Figure 1. Wire density map (run 1).
Drawn at 4 px/um. 21 x 21 tiles, from black (low) to pale yellow (high), scaled to the fullest tile. Values are wire area over tile area, all layers added.
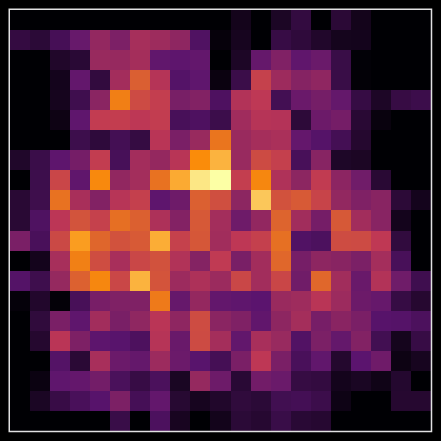
Figure 2. Clock routing (run 1).
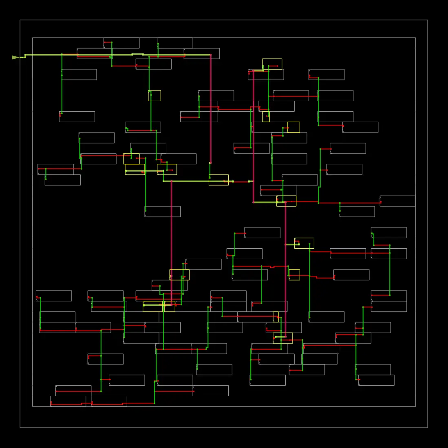
Figure 3. Where the registers sit (run 1).
Drawn at 4 px/um. Other sequential cells in the stronger grey, the rest of the logic in the fainter grey.
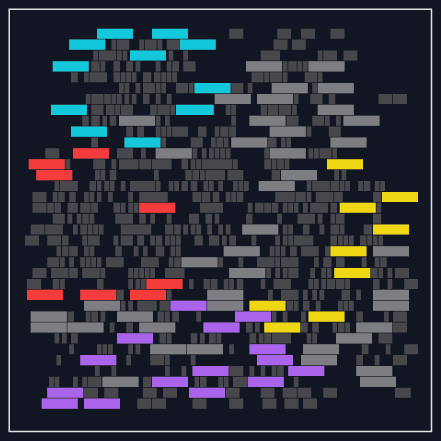
Figure 4. Metal 3 (run 1).
Drawn at 4 px/um.
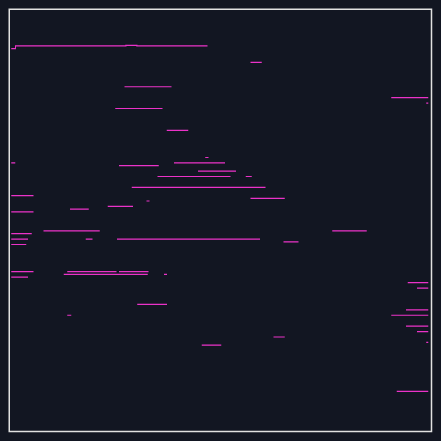
===== src/rtl/minc_pkg.sv =====
// Shared types and constants for the minc boot/run controller.
package minc_pkg;

  localparam int IMEM_AW = 8;
  localparam int INSTR_W = 15;

  localparam logic [7:0] CMD_LOAD = 8'hA5;
  localparam logic [7:0] CMD_RUN  = 8'h5A;
  localparam logic [7:0] CMD_HALT = 8'hC3;

  typedef enum logic [2:0] {
    ST_HALT,
    ST_RUN,
    ST_LEN,
    ST_LO,
    ST_HI,
    ST_WRITE,
    ST_CSUM
  } boot_state_t;

endpackage


===== src/rtl/minc_boot_ctrl_if.sv =====
// Byte-stream input and instruction-memory write port of the boot controller.
interface minc_boot_if;
  import minc_pkg::*;

  logic [7:0]         rx_data;
  logic               rx_valid;
  logic               rx_ready;
  logic               imem_we;
  logic [IMEM_AW-1:0] imem_addr;
  logic [INSTR_W-1:0] imem_wdata;

  modport master (
    output rx_data, rx_valid,
    input  rx_ready, imem_we, imem_addr, imem_wdata
  );

  modport slave (
    input  rx_data, rx_valid,
    output rx_ready, imem_we, imem_addr, imem_wdata
  );

endinterface


===== src/rtl/minc_boot_ctrl.sv =====
// Boot/run controller: loads checksummed program frames into instruction memory
// and gates the core reset.
//
// state    | meaning
// ST_HALT  | core held in reset, waiting for LOAD or RUN
// ST_RUN   | core released, waiting for HALT or LOAD
// ST_LEN   | expecting word count N (0 means 256)
// ST_LO    | expecting low byte of the current word
// ST_HI    | expecting high byte of the current word
// ST_WRITE | single-cycle memory write, byte input stalled
// ST_CSUM  | expecting checksum byte
module minc_boot_ctrl
  import minc_pkg::*;
#(
  parameter int TIMEOUT = 1024
) (
  input  logic             CLK,
  input  logic             nRESET,
  minc_boot_if.slave       bus,
  output logic             core_nreset,
  output logic             err,
  output logic [8:0]       loaded_words
);

  localparam int TW = $clog2(TIMEOUT + 1);

  boot_state_t        state_q, state_d;
  logic [8:0]         n_q, n_d;
  logic [8:0]         idx_q, idx_d;
  logic [7:0]         csum_q, csum_d;
  logic [7:0]         lo_q, lo_d;
  logic [TW-1:0]      tmr_q, tmr_d;
  logic               rx_ready_q, rx_ready_d;
  logic               we_q, we_d;
  logic [IMEM_AW-1:0] addr_q, addr_d;
  logic [INSTR_W-1:0] wdata_q, wdata_d;
  logic               core_q, core_d;
  logic               err_q, err_d;
  logic [8:0]         loaded_q, loaded_d;

  logic accept;
  logic in_frame;

  assign accept   = bus.rx_valid & rx_ready_q;
  assign in_frame = (state_q == ST_LEN) || (state_q == ST_LO) ||
                    (state_q == ST_HI)  || (state_q == ST_CSUM);

  always_ff @(posedge CLK or negedge nRESET) begin
    if (!nRESET) begin
      state_q    <= ST_HALT;
      n_q        <= '0;
      idx_q      <= '0;
      csum_q     <= '0;
      lo_q       <= '0;
      tmr_q      <= TW'(TIMEOUT);
      rx_ready_q <= 1'b0;
      we_q       <= 1'b0;
      addr_q     <= '0;
      wdata_q    <= '0;
      core_q     <= 1'b0;
      err_q      <= 1'b0;
      loaded_q   <= '0;
    end else begin
      state_q    <= state_d;
      n_q        <= n_d;
      idx_q      <= idx_d;
      csum_q     <= csum_d;
      lo_q       <= lo_d;
      tmr_q      <= tmr_d;
      rx_ready_q <= rx_ready_d;
      we_q       <= we_d;
      addr_q     <= addr_d;
      wdata_q    <= wdata_d;
      core_q     <= core_d;
      err_q      <= err_d;
      loaded_q   <= loaded_d;
    end
  end

  always_comb begin
    state_d  = state_q;
    n_d      = n_q;
    idx_d    = idx_q;
    csum_d   = csum_q;
    lo_d     = lo_q;
    tmr_d    = tmr_q;
    we_d     = 1'b0;
    addr_d   = addr_q;
    wdata_d  = wdata_q;
    core_d   = core_q;
    err_d    = err_q;
    loaded_d = loaded_q;

    case (state_q)
      ST_HALT: begin
        if (accept) begin
          if (bus.rx_data == CMD_LOAD) begin
            state_d = ST_LEN;
          end else if (bus.rx_data == CMD_RUN && !err_q && loaded_q != 9'd0) begin
            state_d = ST_RUN;
            core_d  = 1'b1;
          end
        end
      end
      ST_RUN: begin
        if (accept) begin
          if (bus.rx_data == CMD_HALT) begin
            state_d = ST_HALT;
            core_d  = 1'b0;
          end else if (bus.rx_data == CMD_LOAD) begin
            state_d = ST_LEN;
            core_d  = 1'b0;
          end
        end
      end
      ST_LEN: begin
        if (accept) begin
          n_d     = (bus.rx_data == 8'd0) ? 9'd256 : {1'b0, bus.rx_data};
          idx_d   = '0;
          csum_d  = '0;
          state_d = ST_LO;
        end
      end
      ST_LO: begin
        if (accept) begin
          lo_d    = bus.rx_data;
          csum_d  = csum_q + bus.rx_data;
          state_d = ST_HI;
        end
      end
      ST_HI: begin
        if (accept) begin
          csum_d  = csum_q + bus.rx_data;
          we_d    = 1'b1;
          addr_d  = idx_q[IMEM_AW-1:0];
          wdata_d = {bus.rx_data[6:0], lo_q};
          state_d = ST_WRITE;
        end
      end
      ST_WRITE: begin
        idx_d   = idx_q + 9'd1;
        state_d = (idx_q + 9'd1 < n_q) ? ST_LO : ST_CSUM;
      end
      ST_CSUM: begin
        if (accept) begin
          if (bus.rx_data == csum_q) begin
            err_d    = 1'b0;
            loaded_d = n_q;
          end else begin
            err_d = 1'b1;
          end
          state_d = ST_HALT;
        end
      end
      default: state_d = ST_HALT;
    endcase

    // Idle down-counter: reloaded on every accepted byte, frozen outside frames and in WRITE.
    if (accept) begin
      tmr_d = TW'(TIMEOUT);
    end else if (in_frame) begin
      if (tmr_q <= TW'(1)) begin
        state_d = ST_HALT;
        err_d   = 1'b1;
        tmr_d   = TW'(TIMEOUT);
      end else begin
        tmr_d = tmr_q - TW'(1);
      end
    end
  end

  assign rx_ready_d = (state_d != ST_WRITE);

  assign bus.rx_ready   = rx_ready_q;
  assign bus.imem_we    = we_q;
  assign bus.imem_addr  = addr_q;
  assign bus.imem_wdata = wdata_q;
  assign core_nreset    = core_q;
  assign err            = err_q;
  assign loaded_words   = loaded_q;

endmodule


===== src/flat_wrapper.sv =====
// flat-port wrapper written by rule: the top's interface ports become plain ports
module minc_boot_ctrl_flat import minc_pkg::*;
#(
  parameter int TIMEOUT = 1024
)
  (CLK, nRESET, core_nreset, err, loaded_words, bus_rx_data, bus_rx_valid, bus_rx_ready, bus_imem_we, bus_imem_addr, bus_imem_wdata);
  minc_boot_if bus_i ();
  input  logic CLK;
  input  logic nRESET;
  output logic core_nreset;
  output logic err;
  output logic [8:0] loaded_words;
  input wire logic [$bits(bus_i.rx_data)-1:0] bus_rx_data;
  input wire logic [$bits(bus_i.rx_valid)-1:0] bus_rx_valid;
  output wire logic [$bits(bus_i.rx_ready)-1:0] bus_rx_ready;
  output wire logic [$bits(bus_i.imem_we)-1:0] bus_imem_we;
  output wire logic [$bits(bus_i.imem_addr)-1:0] bus_imem_addr;
  output wire logic [$bits(bus_i.imem_wdata)-1:0] bus_imem_wdata;
  assign bus_i.rx_data = bus_rx_data;
  assign bus_i.rx_valid = bus_rx_valid;
  assign bus_rx_ready = bus_i.rx_ready;
  assign bus_imem_we = bus_i.imem_we;
  assign bus_imem_addr = bus_i.imem_addr;
  assign bus_imem_wdata = bus_i.imem_wdata;
  minc_boot_ctrl #(.TIMEOUT(TIMEOUT)) u_core (.CLK(CLK), .nRESET(nRESET), .bus(bus_i), .core_nreset(core_nreset), .err(err), .loaded_words(loaded_words));
endmodule

===== config.mk =====
export PLATFORM = sky130hd
export DESIGN_NAME = minc_boot_ctrl_flat
export DESIGN_NICKNAME = d
export VERILOG_FILES = /design/src/rtl/minc_pkg.sv /design/src/rtl/minc_boot_ctrl_if.sv /design/src/rtl/minc_boot_ctrl.sv /design/src/flat_wrapper.sv
export SDC_FILE = /design/constraint.sdc
export NUM_CORES = 1
export LEC_CHECK = 0
export ABC_AREA = 1
export CAP_MARGIN = 20
export CORE_MARGIN = 3
export CORE_UTILIZATION = 45
export DETAILED_ROUTE_END_ITERATION = 12
export PLACE_DENSITY_LB_ADDON = 0.15
export SLEW_MARGIN = 20
export SYNTH_ARGS = -nofsm -noshare
export SYNTH_HDL_FRONTEND = slang
export SYNTH_SLANG_ARGS = --single-unit

===== constraint.sdc =====
create_clock -name CLK -period 4.5 [get_ports CLK]
set_input_delay 0.45 -clock CLK [delete_from_list [all_inputs] [get_ports CLK]]
set_output_delay 0.45 -clock CLK [all_outputs]
set_load 0.01 [all_outputs]

==> impl_metrics.env, run 1 <==
# physical design summary
export IMPL_clock_path_buffers=2
export IMPL_edf_count=0
export IMPL_cp_cell_sequence="ha_1, nand2_1, inv_1, nand2_1, nor2_2, nand4_1, or2_0, and2_1, ha_1, nand2_1, nor2_1, nand3_1, nand4_1, nand3_1, nand2_1, inv_1"
export IMPL_fp_coreArea_mm2=0.00942
export IMPL_top_logic_kind="simple AND/OR/NAND/NOR gates"
export IMPL_synth_cellmix_xorXnorShare=0.0277
export IMPL_vdd_drop_max_mv=0.295
export IMPL_grt_overflow=0
export IMPL_synth_nets=569
export IMPL_holdBufCountCts=0
export IMPL_required_ns=4.75
export IMPL_synthArstFlopShare=1.00
export IMPL_power_clock_mw=0.499
export IMPL_p_sw_frac=0.411
export IMPL_cp_depth=16
export IMPL_tightestPinTransition_ns=0.756
export IMPL_layout_drive_gt1_share=0.0960
export IMPL_globalplace_congestion=0.867
export IMPL_chipArea_mm2=0.0111
export IMPL_maxCapViolations=0
export IMPL_simple_gate_share=0.264
export IMPL_fin_crit_ns=2.42
export IMPL_nFillCells=895
export IMPL_p_leak_nw=2.63
export IMPL_cts_made_buffers=9
export IMPL_status="finished clean"
export IMPL_area_leaders="dfrtp_1, nand2_1, inv_1, ha_1, o21ai_0"
export IMPL_synth_adder_area_share=0.0554
export IMPL_firstDrtPassIters=4
export IMPL_yosysChipArea_mm2=0.00443
export IMPL_aoi_share=0.100
Back to the opening pictures, Figure 1:
The emptiest ninth of the die: top right. The mean over all tiles is 0.14. The fullest tile reaches 0.50. 16% of the tiles are over half the peak.

Back to the opening pictures, Figure 2:
clk_skew: 0.0130 ns
CTS Sinks: 84
clkbuf count: 10

Back to the opening pictures, Figure 3:
Red shows u_core.csum_q, sequential cells 8, where left middle. Yellow shows u_core.idx_q, sequential cells 9, where right middle. Purple shows u_core.bus.imem_wdata, sequential cells 15. Cyan shows u_core.tmr_q, sequential cells 11.

Back to the opening pictures, Figure 4:
The layer holds 4.0% of the routed length. The longest straight run is 35.4 um.

==> run 1: layout make-up <==
type                    instances  area (um^2)  share of cell area
multi-input cells             374         1980               0.383
clock buffers                  10          128              0.0247
clock inverters                 6         48.8             0.00945
inverters                      73          274              0.0531
flip-flops and latches         84         2100               0.407
repair buffers                 47          469              0.0908
well taps                     129          161              0.0313
==> run 1: state kept, by name, summed over array words and instances (netlist names) <==
register,flops
u_core.err,1
u_core.state_q,3
u_core.bus.imem_wdata,15
u_core.n_q,9
u_core.bus.rx_ready,1
u_core.core_nreset,1
u_core.tmr_q,11
u_core.bus.imem_we,1
u_core.lo_q,8
u_core.idx_q,9
u_core.loaded_words,9
u_core.bus.imem_addr,8
u_core.csum_q,8
==> run 2, diff against run 1 <==
- clock period: 4.5 -> 2.1 ns (I/O delays scaled with it)
Figure 5. Metal 3 (run 2).
Drawn at 4 px/um.
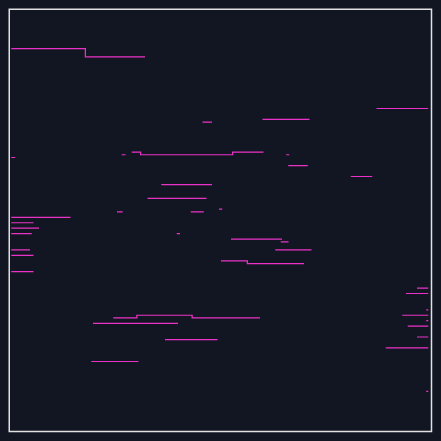
31 nets have wire on it. The layer carries 344 um of wire. The wires run mostly horizontal. The layer holds 3.4% of the routed length. The longest straight run is 23.0 um.

Figure 6. Wire density map (run 2).
Drawn at 4 px/um. 21 x 21 tiles, from black (low) to pale yellow (high), scaled to the fullest tile. Values are wire area over tile area, all layers added.
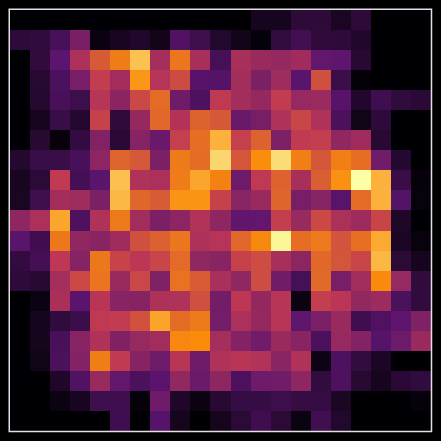
The densest ninth of the die: middle. 23% of the tiles are over half the peak. The fullest tile reaches 0.44. The mean over all tiles is 0.14.

Figure 7. Cell sizes after repair (run 2).
Drawn at 4 px/um.
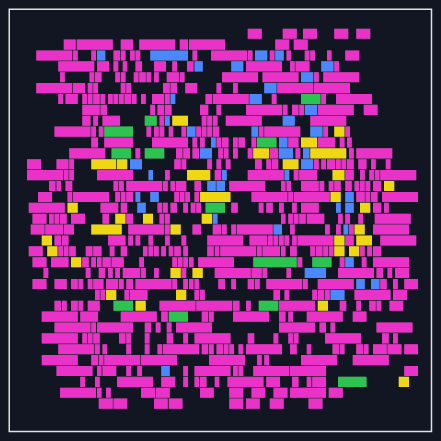
Green shows drive 6 and up, cells 13, share 2.1%. Magenta shows drive 1 or less, cells 525, share 85%. Yellow shows drive 3 to 4, cells 35, share 5.7%. Blue shows drive 2, cells 44, share 7.1%.

==> run 2 against run 1 <==
First-iteration DRC count shrank 25%; register-to-register slack lost 2.2 ns; total power increased by 120%; synthesized area stayed put; largest cell class unchanged; global-route usage grew 0.63 points; clock skew shrank 0.0034 ns; core utilization rose by 2.9 points; clock power grew 130%; critical path type unchanged; design area up 5.3%; the flow now finishes with violations (negative setup slack); via count is 2.1% higher; clock-buffer cell count stayed put; non-clock buffer count grew 23.
==> impl_metrics.env, run 2 <==
# physical design summary
export IMPL_chipArea_mm2=0.0111
export IMPL_nClkBuffers=10
export IMPL_nonClockInverterCount=73
export IMPL_synth_nets=569
export IMPL_finalSetupViolations=2
export IMPL_p_sw_frac=0.401
export IMPL_seq_cell_count=84
export IMPL_power_clock_mw=1.14
export IMPL_layout_drive_gt1_share=0.149
export IMPL_sh_comb_area=0.376
export IMPL_dominant_cells="flip-flops and latches"
export IMPL_cp_cell_sequence="ha_2, nand2_2, inv_2, nand2_2, nor2_2, nand4_1, or2_1, and2_4, ha_4, nand2_4, nor2_4, nand3_2, nand4_1, nand3_1, nand2_1, inv_1"
export IMPL_simple_gate_share=0.264
export IMPL_vdd_drop_max_mv=0.541
export IMPL_fin_skew_ns=0.00959
export IMPL_status="complete, but fails checks"
export IMPL_edf_count=0
export IMPL_clock_path_buffers=2
export IMPL_fin_ws_ns=-0.145
export IMPL_grt_overflow=0
export IMPL_required_ns=2.36
export IMPL_cts_sinks=84
export IMPL_logic_area_mm2=0.00204
export IMPL_violations="negative setup slack"
export IMPL_clock_cell_area_share=0.0352
export IMPL_synthArstFlopShare=1.00
export IMPL_firstDrtPassIters=4
export IMPL_aoi_share=0.100
export IMPL_bufAreaShareNonClock=0.122
export IMPL_area_leaders="dfrtp_1, nand2_1, inv_1, ha_1, o21ai_0"
export IMPL_largest_reg_flops=15
export IMPL_cts_made_buffers=9
export IMPL_seq_share=0.387
## run 2: cell types whose count changed in the layout (fill, tap and decap cells not counted), sizes merged
cell,before,now
bufinv,0,1
buf,2,24
dlygate4sd3,0,1
inv,74,73
## run 2: cells by family (layout without fill, tap and decap cells)
logic type | Yosys count | in the layout
compound gates | 76 | 76
xor+xnor | 14 | 14
fa+ha+maj | 19 | 19
buf+inv | 81 | 159
flops | 84 | 84
simple gates | 265 | 265
## run 2: worst max path at each step
stage	to	slack (ns)	cells after the start
after detailed placement	u_core.state_q[0]	-0.25	16
after CTS	u_core.state_q[0]	-0.21	16
final	u_core.state_q[0]	-0.15	16
after floorplan	u_core.state_q[0]	-0.10	16
after global routing	u_core.state_q[0]	-0.28	16
after global placement	u_core.state_q[0]	-0.13	16
==> run 3, diff against run 2 <==
- CORE_UTILIZATION: 45 -> 51
- MAX_ROUTING_LAYER: not set -> met4
Figure 8. Cell sizes after repair (run 3).
Drawn at 4 px/um.
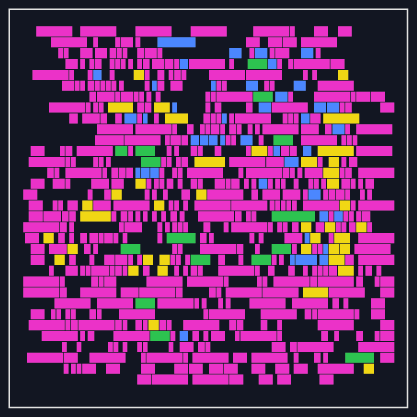
Yellow shows drive 3 to 4, cells 40, share 6.5%. Magenta shows drive 1 or less, cells 521, share 84%. Green shows drive 6 and up, cells 15, share 2.4%. Blue shows drive 2, cells 42, share 6.8%.

Figure 9. Wire density map (run 3).
Drawn at 4 px/um. 20 x 20 tiles, from black (low) to pale yellow (high), scaled to the fullest tile. Values are wire area over tile area, all layers added.
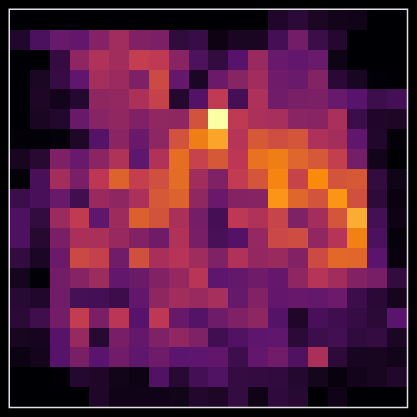
The mean over all tiles is 0.17. The densest ninth of the die: middle. 12% of the tiles are nearly empty. 14% of the tiles are over half the peak.

Figure 10. Where the registers sit (run 3).
Drawn at 4 px/um. Other sequential cells in the stronger grey, the rest of the logic in the fainter grey.
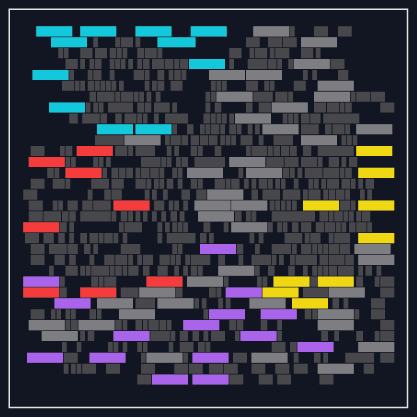
Power Sequential: 2.53 mW
Seq area share: 0.384
Finished Core Util: 0.656
Flop area: 0.00210 mm^2

==> run 3 against run 2 <==
Design area rose by 0.60%; die size fell by 11%; synthesized area did not move; total power rose by 2.7%; the run still ends with negative setup slack left; via count rose by 3.0%; wire length rose by 2.6%.
==> impl_metrics.env, run 3 <==
# physical design summary
export IMPL_status="complete, but fails checks"
export IMPL_violations="negative setup slack"
export IMPL_fin_skew_ns=0.00743
export IMPL_fin_ws_ns=-0.164
export IMPL_dominant_cells="flip-flops and latches"
export IMPL_clock_path_buffers=2
export IMPL_maxCapViolations=0
export IMPL_cp_cell_sequence="ha_2, nand2_2, inv_2, nand2_4, nor2_4, nand4_1, or2_1, and2_4, ha_4, nand2_4, nor2_4, nand2_2, nand4_1, nand3_1, nand2_1, inv_1"
export IMPL_vdd_drop_max_mv=0.674
export IMPL_largest_reg_flops=15
export IMPL_cts_made_buffers=9
export IMPL_synth_adder_area_share=0.0554
export IMPL_p_leak_nw=2.79
export IMPL_layout_drive_gt1_share=0.157
export IMPL_fp_coreArea_mm2=0.00834
export IMPL_cp_depth=16
export IMPL_n_all_buffers=71
export IMPL_bufAreaShareNonClock=0.123
export IMPL_firstDrtPassIters=5
export IMPL_finalSetupViolations=2
export IMPL_tightestPinTransition_ns=0.451
export IMPL_top_logic_kind="simple AND/OR/NAND/NOR gates"
export IMPL_globalplace_congestion=0.876
export IMPL_simple_gate_share=0.264
export IMPL_synth_nets=569
export IMPL_well_tap_count=105
export IMPL_nFillCells=721
export IMPL_sh_comb_area=0.380
export IMPL_holdBufCountCts=1
==> run 3: power breakdown <==
part           switching, mW  internal, mW  total [mW]
Sequential             0.395          2.14        2.53
Combinational           1.67          1.22        2.88
Clock                  0.611         0.617        1.23
==> run 3: per-stage QoR <==
| step | util | hold WS [ns] | cell area, um^2 |
|---|---|---|---|
| floorplan | - | -0.0856 | 4430 |
| global placement | 0.611 | 0.188 | 5100 |
| detailed placement | 0.611 | 0.191 | 5100 |
| CTS | 0.641 | 0.355 | 5340 |
| global route | 0.656 | 0.382 | 5470 |
| finish | 0.656 | 0.341 | 5470 |
==> run 3: routing by layer <==
layer / track usage / vias to the layer above / wire length, um
met5: - / - / 0
met2: 0.360 / 101 / 5000
met1: 0.294 / 1762 / 4670
met4: 0.108 / 0 / 352
li1: - / 1868 / -
met3: 0.0309 / 32 / 329
No activity file was given, so power comes from the tool's default toggle rates.
